Fig. 1: run 1, PDN straps and rails
Scale bar: 50 um. Pins as bars on the die edge.
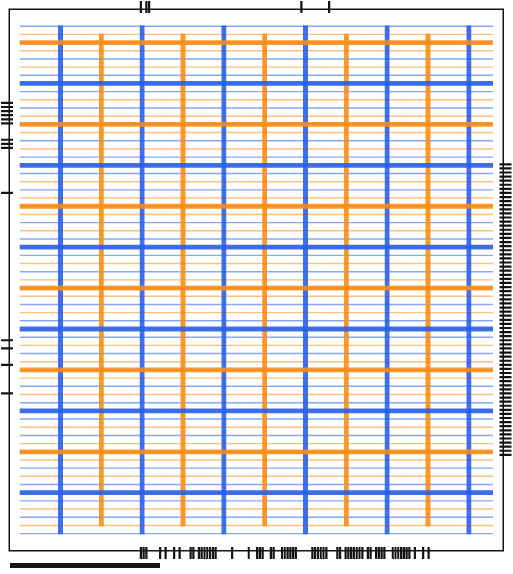
Fig. 2: run 1, placed cells, one color a class
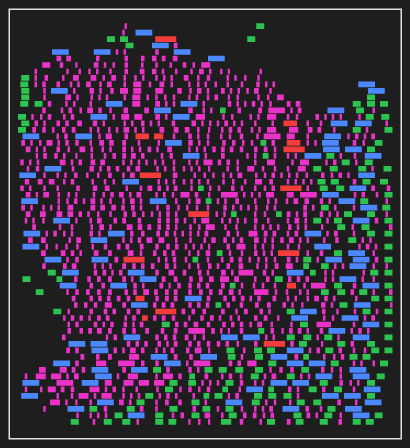
Fig. 3: run 1, clock distribution
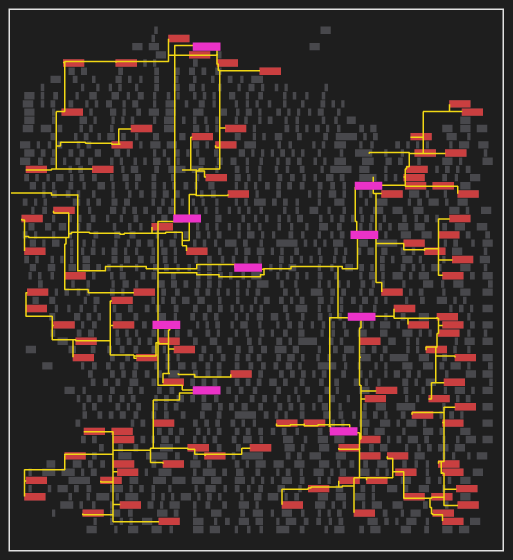
Fig. 4: run 1, signal wires by layer
Scale bar: 50 um.
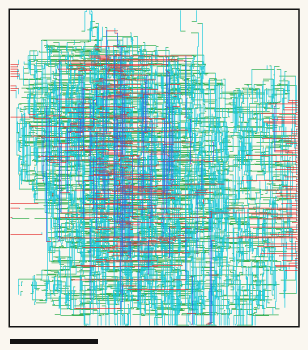
===== config.mk =====
export PLATFORM = sky130hd
export DESIGN_NAME = dispatch_ctrl
export DESIGN_NICKNAME = d
export VERILOG_FILES = /design/src/rtl/dispatch_ctrl.sv
export SDC_FILE = /design/constraint.sdc
export NUM_CORES = 1
export LEC_CHECK = 0
export ABC_AREA = 1
export CAP_MARGIN = 10
export CELL_PAD_IN_SITES_DETAIL_PLACEMENT = 2
export CELL_PAD_IN_SITES_GLOBAL_PLACEMENT = 2
export CORE_ASPECT_RATIO = 1.1
export CORE_MARGIN = 3
export CORE_UTILIZATION = 30
export CTS_CLUSTER_SIZE = 12
export DETAILED_ROUTE_END_ITERATION = 8
export PLACE_DENSITY = 0.95
export SLEW_MARGIN = 25
export SYNTH_ARGS = -nofsm -noshare
export SYNTH_HDL_FRONTEND = slang
export SYNTH_SLANG_ARGS = --single-unit

===== constraint.sdc =====
create_clock -name clk -period 8.8 [get_ports clk]
set_input_delay 2.64 -clock clk [delete_from_list [all_inputs] [get_ports clk]]
set_output_delay 2.64 -clock clk [all_outputs]
set_load 0.02 [all_outputs]

===== src/rtl/dispatch_ctrl.sv =====
// rtl/dispatch_ctrl.sv - dual-issue in-order dispatch with scoreboard and RS credits (optional stats: DISPATCH_STATS_EN)
module dispatch_ctrl #(
  parameter int ALU_RS_DEPTH = 4,
  parameter int MEM_RS_DEPTH = 2
) (
  input  logic        clk,
  input  logic        rst,
  input  logic [31:0] inst1,
  input  logic        inst_vld1,
  input  logic [31:0] inst2,
  input  logic        inst_vld2,
  output logic        stall1,
  output logic        stall2,
  output logic        disp_vld1,
  output logic [31:0] disp_inst1,
  output logic        disp_vld2,
  output logic [31:0] disp_inst2,
  input  logic        alu_free,
  input  logic        mem_free,
  input  logic        wb1_vld,
  input  logic [4:0]  wb1_reg,
  input  logic        wb2_vld,
  input  logic [4:0]  wb2_reg,
  input  logic        flush
`ifdef DISPATCH_STATS_EN
  ,
  output logic [31:0] cnt_dual,
  output logic [31:0] cnt_single,
  output logic [31:0] cnt_zero
`endif
);

  localparam logic [3:0] ALU_DEPTH = 4'(ALU_RS_DEPTH);
  localparam logic [3:0] MEM_DEPTH = 4'(MEM_RS_DEPTH);

  localparam logic [5:0] OP_RTYPE = 6'h00;
  localparam logic [5:0] OP_LOAD  = 6'h23;
  localparam logic [5:0] OP_STORE = 6'h2B;

  typedef struct packed {
    logic       is_mem;
    logic       has_dst;
    logic [4:0] dst;
    logic [4:0] src1;
    logic       has_src2;
    logic [4:0] src2;
  } dec_t;

  // Register fields and class of one instruction; a zero destination is
  // dropped here so r0 can never be marked busy or create a dependency.
  function automatic dec_t decode(input logic [31:0] inst);
    dec_t d;
    d.is_mem   = 1'b0;
    d.has_dst  = 1'b1;
    d.dst      = inst[15:11];
    d.src1     = inst[25:21];
    d.has_src2 = 1'b1;
    d.src2     = inst[20:16];
    case (inst[31:26])
      OP_RTYPE: begin
      end
      OP_LOAD: begin
        d.is_mem   = 1'b1;
        d.dst      = inst[20:16];
        d.has_src2 = 1'b0;
      end
      OP_STORE: begin
        d.is_mem  = 1'b1;
        d.has_dst = 1'b0;
      end
      default: begin
        d.dst      = inst[20:16];
        d.has_src2 = 1'b0;
      end
    endcase
    if (d.dst == 5'd0) d.has_dst = 1'b0;
    return d;
  endfunction

  // RAW on either source or WAW on the destination against the registered scoreboard.
  function automatic logic sb_hazard(input logic [31:0] sb, input dec_t d);
    return sb[d.src1] | (d.has_src2 & sb[d.src2]) | (d.has_dst & sb[d.dst]);
  endfunction

  // Saturating credit update: credit - dispatched + freed, capped at depth.
  function automatic logic [3:0] credit_next(input logic [3:0] cr, input logic [1:0] used,
                                             input logic freed, input logic [3:0] depth);
    logic [4:0] sum;
    sum = {1'b0, cr} + {4'd0, freed} - {3'd0, used};
    if (sum > {1'b0, depth}) return depth;
    return sum[3:0];
  endfunction

  logic [31:0] sb_q, sb_d;
  logic [3:0]  alu_cr_q, alu_cr_d;
  logic [3:0]  mem_cr_q, mem_cr_d;
  logic        disp_vld1_q, disp_vld1_d;
  logic        disp_vld2_q, disp_vld2_d;
  logic [31:0] disp_inst1_q, disp_inst1_d;
  logic [31:0] disp_inst2_q, disp_inst2_d;

  dec_t       d1, d2;
  logic       ok1, ok2;
  logic       cr1_ok, cr2_ok, pair_dep;
  logic [1:0] alu_used, mem_used;
  logic [31:0] sb_set, sb_clr;

  // Issue decision for both slots from decode, scoreboard and credits.
  always_comb begin
    d1 = decode(inst1);
    d2 = decode(inst2);

    cr1_ok = d1.is_mem ? (mem_cr_q != 4'd0) : (alu_cr_q != 4'd0);
    if (d2.is_mem == d1.is_mem)
      cr2_ok = d2.is_mem ? (mem_cr_q >= 4'd2) : (alu_cr_q >= 4'd2);
    else
      cr2_ok = d2.is_mem ? (mem_cr_q != 4'd0) : (alu_cr_q != 4'd0);

    pair_dep = d1.has_dst & ((d2.src1 == d1.dst) |
                             (d2.has_src2 & (d2.src2 == d1.dst)) |
                             (d2.has_dst & (d2.dst == d1.dst)));

    ok1 = ~rst & inst_vld1 & ~flush & ~sb_hazard(sb_q, d1) & cr1_ok;
    ok2 = ok1 & inst_vld2 & ~sb_hazard(sb_q, d2) & cr2_ok & ~pair_dep;
  end

  assign stall1 = ~ok1;
  assign stall2 = ~ok2;

  // Next state for scoreboard, credits and dispatch slots; flush clears
  // tracking and drops that cycle's releases and writebacks.
  always_comb begin
    sb_set = 32'd0;
    sb_clr = 32'd0;
    if (ok1 && d1.has_dst) sb_set[d1.dst] = 1'b1;
    if (ok2 && d2.has_dst) sb_set[d2.dst] = 1'b1;
    if (wb1_vld) sb_clr[wb1_reg] = 1'b1;
    if (wb2_vld) sb_clr[wb2_reg] = 1'b1;

    alu_used = {1'b0, ok1 & ~d1.is_mem} + {1'b0, ok2 & ~d2.is_mem};
    mem_used = {1'b0, ok1 &  d1.is_mem} + {1'b0, ok2 &  d2.is_mem};

    if (flush) begin
      sb_d     = 32'd0;
      alu_cr_d = ALU_DEPTH;
      mem_cr_d = MEM_DEPTH;
    end else begin
      sb_d     = ((sb_q & ~sb_clr) | sb_set) & 32'hFFFF_FFFE;
      alu_cr_d = credit_next(alu_cr_q, alu_used, alu_free, ALU_DEPTH);
      mem_cr_d = credit_next(mem_cr_q, mem_used, mem_free, MEM_DEPTH);
    end

    disp_vld1_d  = ok1;
    disp_vld2_d  = ok2;
    disp_inst1_d = ok1 ? inst1 : disp_inst1_q;
    disp_inst2_d = ok2 ? inst2 : disp_inst2_q;
  end

  // State registers with synchronous reset.
  always_ff @(posedge clk) begin
    if (rst) begin
      sb_q         <= 32'd0;
      alu_cr_q     <= ALU_DEPTH;
      mem_cr_q     <= MEM_DEPTH;
      disp_vld1_q  <= 1'b0;
      disp_vld2_q  <= 1'b0;
      disp_inst1_q <= 32'd0;
      disp_inst2_q <= 32'd0;
    end else begin
      sb_q         <= sb_d;
      alu_cr_q     <= alu_cr_d;
      mem_cr_q     <= mem_cr_d;
      disp_vld1_q  <= disp_vld1_d;
      disp_vld2_q  <= disp_vld2_d;
      disp_inst1_q <= disp_inst1_d;
      disp_inst2_q <= disp_inst2_d;
    end
  end

  assign disp_vld1  = disp_vld1_q;
  assign disp_vld2  = disp_vld2_q;
  assign disp_inst1 = disp_inst1_q;
  assign disp_inst2 = disp_inst2_q;

`ifdef DISPATCH_STATS_EN
  logic [31:0] cnt_dual_q, cnt_dual_d;
  logic [31:0] cnt_single_q, cnt_single_d;
  logic [31:0] cnt_zero_q, cnt_zero_d;

  // Bucket every cycle with a valid oldest instruction by how many dispatched.
  always_comb begin
    cnt_dual_d   = cnt_dual_q;
    cnt_single_d = cnt_single_q;
    cnt_zero_d   = cnt_zero_q;
    if (inst_vld1) begin
      if (ok2)      cnt_dual_d   = cnt_dual_q + 32'd1;
      else if (ok1) cnt_single_d = cnt_single_q + 32'd1;
      else          cnt_zero_d   = cnt_zero_q + 32'd1;
    end
  end

  // Counters survive flush; only reset clears them.
  always_ff @(posedge clk) begin
    if (rst) begin
      cnt_dual_q   <= 32'd0;
      cnt_single_q <= 32'd0;
      cnt_zero_q   <= 32'd0;
    end else begin
      cnt_dual_q   <= cnt_dual_d;
      cnt_single_q <= cnt_single_d;
      cnt_zero_q   <= cnt_zero_d;
    end
  end

  assign cnt_dual   = cnt_dual_q;
  assign cnt_single = cnt_single_q;
  assign cnt_zero   = cnt_zero_q;
`endif

endmodule


==> flow_metrics.py, run 1 <==
# Synthesis and PnR figures
metrics = {
    "status": {
        "status": "finished clean",
    },
    "cts": {
        "path_clk_slew_ns": 0.09,
        "htree_levels": 3,
        "cts_resized": 0,
        "cts_root_buf": "clkbuf_16",
        "postCtsSetupRepairBufs": 0,
        "numCtsBuffers": 9,
        "hold_buffers": 0,
        "cts_buffer_depth": 2,
        "tritoncts": "yes",
        "numClockSinks": 105,
    },
    "floorplan": {
        "core-area_mm2": 0.0265,
        "io_pins": 151,
        "die_area_mm2": 0.0294,
        "fp_util_pct": 30.9,
    },
    "synth": {
        "yosysUniqueCellTypes": 40,
        "syn-cell-area_mm2": 0.00821,
        "async_flop_share_pct": 0,
        "avgSynthCellArea_um2": 6.09,
        "yosysMostFrequentCell": "nand2_1",
        "area_leaders": "dfxtp_1 26%, nand2_1 11%, nor2_1 10%",
        "synthDominantCellAreaShare_pct": 25.6,
        "ys.flops": 105,
        "top_area_cell": "dfxtp_1",
        "synth-edff-count": 0,
        "yosys_area_mm2": 0.00821,
        "yosys_warnings": 0,
        "ys.flop_type": "dfxtp_1",
        "syn-instance-count": 1348,
        "top_cells_by_count": "231 x nand2_1, 222 x nor2_1, 159 x inv_1",
        "yosys.stat.seqShare_pct": 25.6,
        "ys_cells": 1348,
    },
    "sta": {
        "fmax_ghz": 0.117,
        "skew_ns": 0.0219,
        "final.setup.tns_ns": 0,
        "worst_pin_slew_ns": 1.09,
        "slew_headroom_pct": 26.9,
        "min_period_ns": 8.53,
        "finalSetupViolations": 0,
        "final_max_slew_viol_count": 0,
        "hold_viol": 0,
        "hold_ws_ns": 0.492,
        "rsz0062_at_grt": "no",
        "period_used_pct": 96.9,
    },
    "layout": {
        "drive_gt1_share_pct": 6.05,
        "syn_to_final_growth_pct": 25.1,
        "final_nets": 1565,
        "n_antenna_cell": 0,
    },
    "pwr": {
        "powerDensity_mw_per_mm2": 123,
        "leakage_nw": 4.26,
    },
    "flow_run": {
        "max-cap-violations": 0,
        "warnings": 29,
    },
    "placement": {
        "dp_hpwl_mm": 34.2,
        "place_congestion": 0.965,
        "io_buffers": 150,
    },
    "routing": {
        "vias_per_cell": 5.80,
        "drc": 0,
        "first_pass_iters": 5,
        "drt_iter0_markers": 1072,
        "routedWlPerCell_um": 25.1,
        "final_antenna_net_count": 0,
        "num_vias": 10600,
    },
    "critical_path": {
        "worst-path-buf-inv": 5,
        "end_kind": "output pin",
        "slowest_delay_ns": 0.63,
        "critPathTopFamily": "simple AND/OR/NAND/NOR gates",
        "crit_chain": "clkdlybuf4s50_1 > inv_1 > nor2_2 > nand3_1 > buf_4 > nand3_1 > nand2_2 > nand2_1 > nand2_1 > nor2_1 > nand3_1 > nand2_1 > clkinv_1 > nand2_1 > nand2_1 > nand2_2 > nor2_8 > nand2_4 > clkdlybuf4s50_1",
        "startpoint_type": "primary input",
        "cp_slowest_cell": "clkdlybuf4s50_1",
        "criticalPathCategory": "in -> out",
        "crit_fanout": 13,
        "cp.arrival_ns": 5.89,
        "cp.required_ns": 6.16,
        "cp_common_cell": "nand2_1",
    },
    "global_routing": {
        "grt_pass1_vias": 11500,
        "grt_antenna_before_repair": 0,
        "overflow": 0,
        "grt_max_degree": 81,
        "grt_pass1_wl_mm": 69.6,
    },
    "min_path": {
        "min_path_type": "reg -> reg",
    },
}
About Fig. 1:
VSS: shown in blue. VDD: shown in orange.
12 straps on met5. 63 met1 rails follow the rows. The core has 62 rows. 11 straps on met4. 151 signal pins sit on the boundary.
peak supply drop: 0.0830 mV
width of the die: 164 um

About Fig. 2:
flip-flops: shown in blue, cells 105. all other logic: shown in magenta, cells 1179. clock drivers and dummy loads: shown in red, cells 16. other buffers and delay cells: shown in green, cells 170.
placement row count: 62
fin util: 38.7%

About Fig. 3:
cells driving clock nets: shown in magenta, count 9. flip-flops: shown in red, count 105. clock wires: shown in yellow, length 1720 um.
There are 10 routed clock nets. Position of the flops: all over the die.
Worst-Skew Late Latency: 0.39 ns
Clock power frac: 35.7%

About Fig. 4:
met4: shown in blue, wire length 2500 um. met1: shown in green, wire length 17600 um. met3: shown in red, wire length 4000 um. met2: shown in cyan, wire length 21.6 mm.
final wirelength: 45.7 mm
gr usage total: 30.4%

## run 1: worst register-to-register path: cells and delay by family, from the launching register on
| family | cells | cell delay, ns |
|---|---|---|
| buf+inv | 4 | 0.48 |
| simple gates | 9 | 1.28 |
| compound gates | 5 | 0.93 |
| flops | 1 | 0.44 |
| fa+ha+maj | 4 | 1.43 |
## run 1: layout by cell type (no fill, tap or decap), types with 13 or more instances in the layout
cell             Yosys  routed
nand2_1            231     230
nor2_1             222     221
inv_1              159     159
clkdlybuf4s50_1      0     149
o21ai_0            126     126
a21oi_1            118     118
dfxtp_1            105     105
nand3_1            102     102
nand4_1             62      62
nor3_1              26      25
o211ai_1            23      23
buf_4                6      20
o21ai_1             16      16
nand2_2             15      14
ha_1                13      13
## run 1: layout make-up
cell class	instances	area (um^2)
Tap cell	352	440
Sequential cell	105	2100
Timing Repair Buffer	170	1650
Multi-Input combinational cell	1012	5120
Inverter	167	637
Clock buffer	9	225
Clock inverter	7	90.1
Fill cell	3258	16300
## run 1: layer usage
| metal | vias to the layer above | GRT usage, % | share of wire, % |
|---|---|---|---|
| met5 | - | 0 | 0 |
| met4 | 0 | 15.5 | 5.5 |
| met3 | 153 | 6.54 | 8.8 |
| met2 | 552 | 50.7 | 47 |
| met1 | 5186 | 36.5 | 38 |
| li1 | 4675 | - | - |
## run 1: state kept, by name, indices dropped and copies added (netlist names)
register,cells
disp_inst1,32
disp_inst2,32
sb_q,31
alu_cr_q,4
mem_cr_q,4
disp_vld1,1
disp_vld2,1
## run 1: cell families after synthesis
group           after synthesis  share of synthesized area (%)
simple gates                689                           38.9
compound gates              295                           19.3
buf+inv                     233                           12.3
flops                       105                           25.6
fa+ha+maj                    17                           2.96
xor+xnor                      8                          0.854
other cells                   1                         0.0457
## run 1: through the flow
stage          std cells  total power [W]  worst slack (ns)  area, um^2  util [%]
2_1_floorplan       1350         0.000675              1.91        8210         -
3_3_place_gp        1806         0.000790             0.337        9930      37.4
3_5_place_dp        1806         0.000810            0.0862        9930      37.4
4_1_cts             1822          0.00126           0.00856       10200      38.6
5_1_grt             1822          0.00131            0.0592       10300      38.7
6_report            1822          0.00126             0.274       10300      38.7
## run 1: where the power goes
part / internal, W / switching, W
clock network: 0.000208 / 0.000242
registers: 0.000483 / 0.00000540
logic: 0.000107 / 0.000214
total: 0.000797 / 0.000461
## run 1: final timing paths
kind,to,slack (ns),startpoint,cells after the start
setup / recovery,stall2,0.27,inst1[31],19
hold / removal,disp_inst1[0],0.49,disp_inst1[0],2
setup reg to reg,alu_cr_q[1],4.13,sb_q[15],22
hold reg to reg,disp_inst1[0],0.49,disp_inst1[0],2
## Run 2: what changed since run 1
- CORE_UTILIZATION: 30 -> 28
- PLACE_DENSITY: 0.95 -> 0.79
- clock period: 8.8 -> 9.8 ns (I/O delays scaled with it)
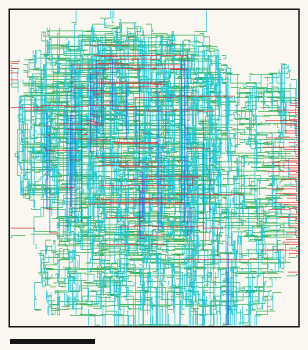
Fig. 5. Signal wires by layer (run 2).
Scale bar: 50 um.
drt wl/cell: 22.4 um
vias: 10000
gr usage total: 25.6%

==> run 2 against run 1 <==
  * Critical path depth shrank 3
  * Sequential share of layout area grew 0.11 points
  * Global-route usage shrank 4.8 points
  * Clock skew shrank 0.0042 ns
  * Hold slack lost 0.0079 ns
  * Synthesized cell count is the same
  * Area after synthesis is the same
==> flow_metrics.py, run 2 <==
# Synthesis and PnR figures
metrics = {
    "pwr": {
        "switchingPower_w": 0.000374,
        "leakage_nw": 4.22,
        "swShare_pct": 34.6,
        "powerDensity_mw_per_mm2": 106,
        "p_clk_share_pct": 34.2,
        "internal_power_w": 0.000706,
        "p_comb_share_pct": 25.3,
        "seqPwrFrac_pct": 40.5,
        "irDropWorstVdd_mv": 0.0611,
        "finalPower_w": 0.00108,
    },
    "flow_run": {
        "max-cap-violations": 0,
        "warnings": 29,
    },
    "cts": {
        "numCtsBuffers": 9,
        "postCtsSetupRepairBufs": 0,
        "cts_resized": 0,
        "clk_latency_ns": 0.38,
        "cts_buffer_depth": 2,
        "htree_levels": 3,
        "cts_root_buf": "clkbuf_16",
        "hold_buffers": 0,
        "path_clk_slew_ns": 0.08,
        "numClockSinks": 105,
        "tritoncts": "yes",
    },
    "critical_path": {
        "cp.arrival_ns": 6.36,
        "crit_chain": "clkdlybuf4s50_1 > inv_1 > nor2_2 > nand3_1 > nand2_1 > nand2_1 > nand2_1 > nand3_2 > nor2_2 > nor2_4 > buf_4 > nand2_1 > nand2_2 > nor2_8 > nand2_4 > clkdlybuf4s50_1",
        "criticalPathCategory": "in -> out",
        "cp_slowest_cell": "clkdlybuf4s50_1",
        "slowest_delay_ns": 0.55,
        "cp_common_cell": "nand2_1",
        "crit_fanout": 32,
        "end_kind": "output pin",
        "startpoint_type": "primary input",
        "cp.required_ns": 6.86,
    },
    "layout": {
        "regArea_mm2": 0.00210,
        "syn_to_final_growth_pct": 24.5,
        "combGateArea_mm2": 0.00511,
        "fill_cells": 3575,
        "final_common_cell": "nand2_1",
        "drive_gt1_share_pct": 5.66,
        "layout_top_cells": "231 x nand2_1, 221 x nor2_1, 159 x inv_1",
        "final_area_mm2": 0.0102,
        "final_nets": 1561,
        "n_antenna_cell": 0,
    },
    "global_routing": {
        "grt_pass1_wl_mm": 62.3,
        "grt_max_degree": 81,
        "grt_antenna_before_repair": 0,
        "overflow": 0,
        "grt_pass1_vias": 10200,
    },
    "floorplan": {
        "fp_util_pct": 28.5,
        "io_pins": 151,
        "fp.dieH_um": 186,
        "die-width_um": 169,
        "die_area_mm2": 0.0314,
    },
    "placement": {
        "dp_hpwl_mm": 31.1,
        "place_congestion": 0.920,
        "dpl_cell_area_mm2": 0.00993,
        "io_buffers": 150,
        "dp_slack_ns": 0.550,
    },
    "synth": {
        "ys.flops": 105,
        "yosys_warnings": 0,
        "yosysUniqueCellTypes": 40,
        "avgSynthCellArea_um2": 6.09,
        "synthDominantCellAreaShare_pct": 25.6,
        "syn-instance-count": 1348,
        "yosys.stat.seqShare_pct": 25.6,
        "async_flop_share_pct": 0,
        "top_cells_by_count": "231 x nand2_1, 222 x nor2_1, 159 x inv_1",
        "ys.flop_type": "dfxtp_1",
        "yosys_area_mm2": 0.00821,
        "area_leaders": "dfxtp_1 26%, nand2_1 11%, nor2_1 10%",
        "ys_cells": 1348,
        "syn-cell-area_mm2": 0.00821,
        "top_area_cell": "dfxtp_1",
        "yosysMostFrequentCell": "nand2_1",
        "synth-edff-count": 0,
    },
    "sta": {
        "finalSetupViolations": 0,
        "final.setup.tns_ns": 0,
        "min_period_ns": 9.30,
        "setup_ws_ns": 0.496,
        "slew_headroom_pct": 42.0,
        "skew_ns": 0.0177,
        "hold_viol": 0,
        "fmax_ghz": 0.107,
        "period_used_pct": 94.9,
        "worst_pin_slew_ns": 0.871,
        "rsz0062_at_grt": "no",
        "final_max_slew_viol_count": 0,
    },
    "min_path": {
        "min_path_type": "reg -> reg",
    },
    "routing": {
        "drc": 0,
        "vias_per_cell": 5.45,
        "first_pass_iters": 6,
        "drt_iter0_markers": 668,
        "wl_mm": 41.1,
        "final_antenna_net_count": 0,
    },
    "status": {
        "status": "finished clean",
    },
}
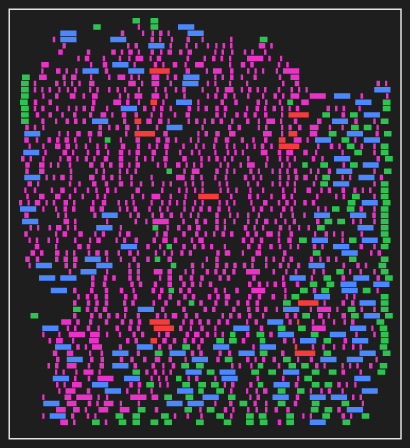
Fig. 6. Placed cells, one color a class (run 2).
CORE AREA: 0.0288 mm^2
fin util: 35.5%
placement row count: 65
sequential cell area share: 20.6%

## run 2: cell counts after synthesis
No cell type changed its count.
## run 2: path summary, 6_finish.rpt
| check | cells after the start | to | slack (ns) | startpoint |
|---|---|---|---|---|
| worst max-delay path | 16 | stall2 | 0.50 | inst1[31] |
| worst min-delay path | 2 | disp_inst1[28] | 0.48 | disp_inst1[28] |
| worst max register to register | 24 | mem_cr_q[1] | 5.39 | sb_q[21] |
| worst min register to register | 2 | disp_inst1[28] | 0.48 | disp_inst1[28] |
## run 2: power by group through the flow
stage | registers, W | logic, W | clock network [W]
after global placement | 0.000447 | 0.000262 | 0
after CTS | 0.000437 | 0.000271 | 0.000380
final | 0.000437 | 0.000273 | 0.000369
after global routing | 0.000438 | 0.000299 | 0.000397
after floorplan | 0.000455 | 0.000151 | 0
after detailed placement | 0.000447 | 0.000270 | 0
## run 2: per-layer routing
layer	wire length, um	vias to the layer above	track usage [%]	part of all wire, %
met3	1960	72	3.38	4.8
li1	-	4674	-	-
met1	17800	4956	32.7	43
met5	0	-	0	0
met2	19700	301	44.1	48
met4	1610	0	9.85	3.9
## run 2: kinds of logic after synthesis
family          share of synthesized area [%]
buf+inv                                  12.3
compound gates                           19.3
simple gates                             38.9
fa+ha+maj                                2.96
flops                                    25.6
xor+xnor                                0.854
other cells                            0.0457
## run 2: worst max-delay path, delay by kind of cell
family / cells / cell delay, ns
AND/OR/NAND/NOR: 12 / 2.06
buffers and inverters: 4 / 1.35
## run 2: per-stage QoR
| stage | hold slack [ns] | std cells |
|---|---|---|
| floorplan | 0.541 | 1350 |
| global placement | 0.461 | 1818 |
| detailed placement | 0.476 | 1818 |
| CTS | 0.492 | 1834 |
| global route | 0.502 | 1834 |
| finish | 0.484 | 1834 |
## run 2: final cells by class
| class | count | area share [%] |
|---|---|---|
| Multi-Input combinational cell | 1012 | 50.1 |
| Clock buffer | 11 | 2.28 |
| Sequential cell | 105 | 20.6 |
| Timing Repair Buffer | 166 | 15.9 |
| Inverter | 167 | 6.24 |
| Tap cell | 368 | 4.51 |
| Clock inverter | 5 | 0.453 |
## Run 3: what changed since run 2
- CORE_UTILIZATION: 28 -> 25
- PLACE_DENSITY: 0.79 -> 0.75
- clock period: 9.8 -> 8.5 ns (I/O delays scaled with it)
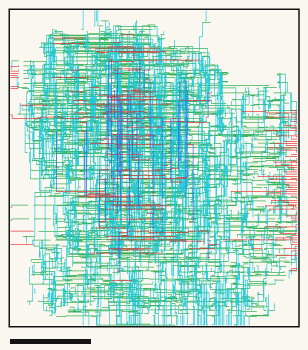
Fig. 7. Signal wires by layer (run 3).
Scale bar: 50 um.
vias: 10000
final wirelength: 42.4 mm
drt wl/cell: 22.3 um

==> run 3 against run 2 <==
  * Area after synthesis did not move
  * Die size is 12% higher
  * Total power grew 18%
  * Sequential power grew 15%
  * Hold slack got worse by 0.0049 ns
  * Non-clock buffer count rose by 17
  * Synthesized cell count is the same
  * Critical endpoint is now stall1
==> flow_metrics.py, run 3 <==
# Synthesis and PnR figures
metrics = {
    "cts": {
        "tritoncts": "yes",
        "clk_latency_ns": 0.38,
        "cts_buffer_depth": 2,
        "numClockSinks": 105,
        "path_clk_slew_ns": 0.08,
        "cts_root_buf": "clkbuf_16",
    },
    "floorplan": {
        "die-width_um": 179,
        "core-area_mm2": 0.0319,
        "io_pins": 151,
        "die_area_mm2": 0.0350,
        "row_count": 68,
        "fp.dieH_um": 196,
        "fp_util_pct": 25.7,
    },
    "global_routing": {
        "grt_pass1_vias": 10600,
        "overflow": 0,
        "grt_antenna_before_repair": 0,
        "grt_pass1_wl_mm": 64.5,
        "grt_use_total_pct": 24.0,
    },
    "critical_path": {
        "cp.arrival_ns": 5.67,
        "criticalPathCategory": "in -> out",
        "end_kind": "output pin",
        "startpoint_type": "primary input",
        "cp.required_ns": 5.95,
        "crit_fanout": 20,
    },
    "pwr": {
        "p_clk_share_pct": 34.8,
        "powerDensity_mw_per_mm2": 122,
        "switchingPower_w": 0.000453,
        "seqPwrFrac_pct": 39.6,
        "swShare_pct": 35.5,
        "p_comb_share_pct": 25.6,
    },
    "sta": {
        "slew_headroom_pct": 38.4,
        "finalSetupViolations": 0,
        "worst_pin_slew_ns": 0.924,
        "min_period_ns": 8.22,
        "period_used_pct": 96.7,
        "fmax_ghz": 0.122,
        "skew_ns": 0.0148,
        "final_max_slew_viol_count": 0,
        "hold_viol": 0,
        "hold_ws_ns": 0.479,
        "setup_ws_ns": 0.283,
    },
    "routing": {
        "wl_met1_mm": 18.9,
        "top_layer": "met4",
        "drt_iter0_markers": 594,
        "wl_met3_mm": 2.43,
        "drc": 0,
        "final_antenna_net_count": 0,
        "met2_length_mm": 19.6,
    },
    "min_path": {
        "min_path_type": "reg -> reg",
        "whs_path_depth": 2,
    },
    "synth": {
        "syn-instance-count": 1348,
        "top_area_cell": "dfxtp_1",
        "yosys_warnings": 0,
        "ys_cells": 1348,
        "yosys_area_mm2": 0.00821,
        "ys.flops": 105,
        "yosysUniqueCellTypes": 40,
        "async_flop_share_pct": 0,
        "area_leaders": "dfxtp_1 26%, nand2_1 11%, nor2_1 10%",
        "synth-edff-count": 0,
        "yosysMostFrequentCell": "nand2_1",
        "yosys.stat.seqShare_pct": 25.6,
    },
    "layout": {
        "final_nets": 1578,
        "drive_gt1_share_pct": 6.88,
        "layout.cells.non_filler": 1903,
        "combGateArea_mm2": 0.00512,
        "final_common_cell": "nand2_1",
        "n_antenna_cell": 0,
        "syn_to_final_growth_pct": 27.0,
        "regArea_mm2": 0.00210,
        "layout_top_cells": "230 x nand2_1, 221 x nor2_1, 159 x inv_1",
    },
    "placement": {
        "numPlacedInstances": 1887,
        "dp_hpwl_mm": 31.5,
        "place_congestion": 0.954,
        "dp_slack_ns": 0.169,
        "io_buffers": 150,
    },
    "flow_run": {
        "warnings": 29,
        "max-cap-violations": 0,
    },
    "status": {
        "status": "finished clean",
    },
}
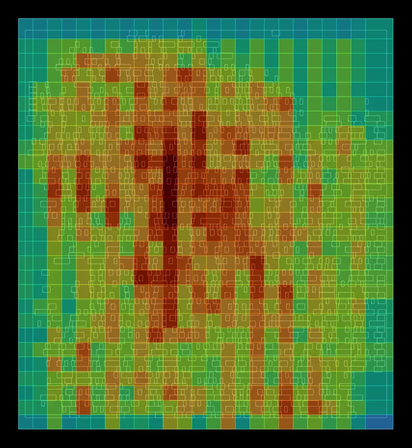
Fig. 8. Routing congestion (run 3).
GR Layer Usage met2: 39.4%
GR Util met1: 31.6%
met3 usage: 4.10%
fin util: 32.7%

[run 3: cell counts after synthesis]
Identical to the previous run, type by type.
[run 3: final timing paths]
| check | start | endpoint | slack, ns |
|---|---|---|---|
| worst max-delay path | inst1[28] | stall1 | 0.28 |
| worst min-delay path | disp_inst1[28] | disp_inst1[28] | 0.48 |
| worst max register to register | sb_q[21] | mem_cr_q[1] | 4.11 |
| worst min register to register | disp_inst1[28] | disp_inst1[28] | 0.48 |
[run 3: power groups by stage]
stage	combinational (W)	clock (W)	sequential [W]
floorplan	0.000175	0	0.000524
global placement	0.000316	0	0.000515
detailed placement	0.000324	0	0.000516
CTS	0.000326	0.000457	0.000504
global route	0.000358	0.000475	0.000506
finish	0.000327	0.000443	0.000504
[run 3: worst max-delay path, stage by stage]
cell	delay [ns]
clkdlybuf4s50_1	0.53
nor2_1	0.07
nand3_1	0.15
nand2_2	0.15
buf_4	0.20
nand2_1	0.06
nand2_1	0.25
nand3_1	0.19
nand3_1	0.09
nand2_1	0.07
nand2_1	0.06
nor2_1	0.13
nand3_2	0.14
nand2_2	0.12
buf_4	0.25
clkdlybuf4s50_1	0.65
[run 3: cell type report]
type / count / share of cell area [%]
sequential: 105 / 20.2
clock inverter: 6 / 0.564
tap: 420 / 5.04
timing repair buffer: 183 / 16.8
clock buffer: 10 / 2.20
inverter: 167 / 6.11
multi-input combinational: 1012 / 49.1
[run 3: per-stage QoR]
stage | area, um^2 | total power [W]
after global routing | 10400 | 0.00134
final | 10400 | 0.00127
after global placement | 10100 | 0.000832
after CTS | 10400 | 0.00129
after detailed placement | 10100 | 0.000840
after floorplan | 8210 | 0.000699
[run 3: what timing repair did]
action / CTS / global route
setup endpoints to repair: 0 / 2
buffers inserted: 0 / 0
hold buffers: 0 / 0
gates resized: 0 / 2
[run 3: cell families after synthesis]
| group | after synthesis | synth area share, % |
|---|---|---|
| and+or+nand+nor | 689 | 38.9 |
| AOI/OAI and AO/OA | 295 | 19.3 |
| buffers and inverters | 233 | 12.3 |
| DFF | 105 | 25.6 |
| adders and majority gates | 17 | 2.96 |
| xor gates and xnor gates | 8 | 0.854 |
| other | 1 | 0.0457 |
[run 3: layer usage]
layer | vias up | global-route usage [%]
met5 | - | 0
met4 | 0 | 8.11
met3 | 81 | 4.10
met2 | 304 | 39.4
met1 | 4932 | 31.6
li1 | 4702 | -
Power and IR drop assume default switching activity.
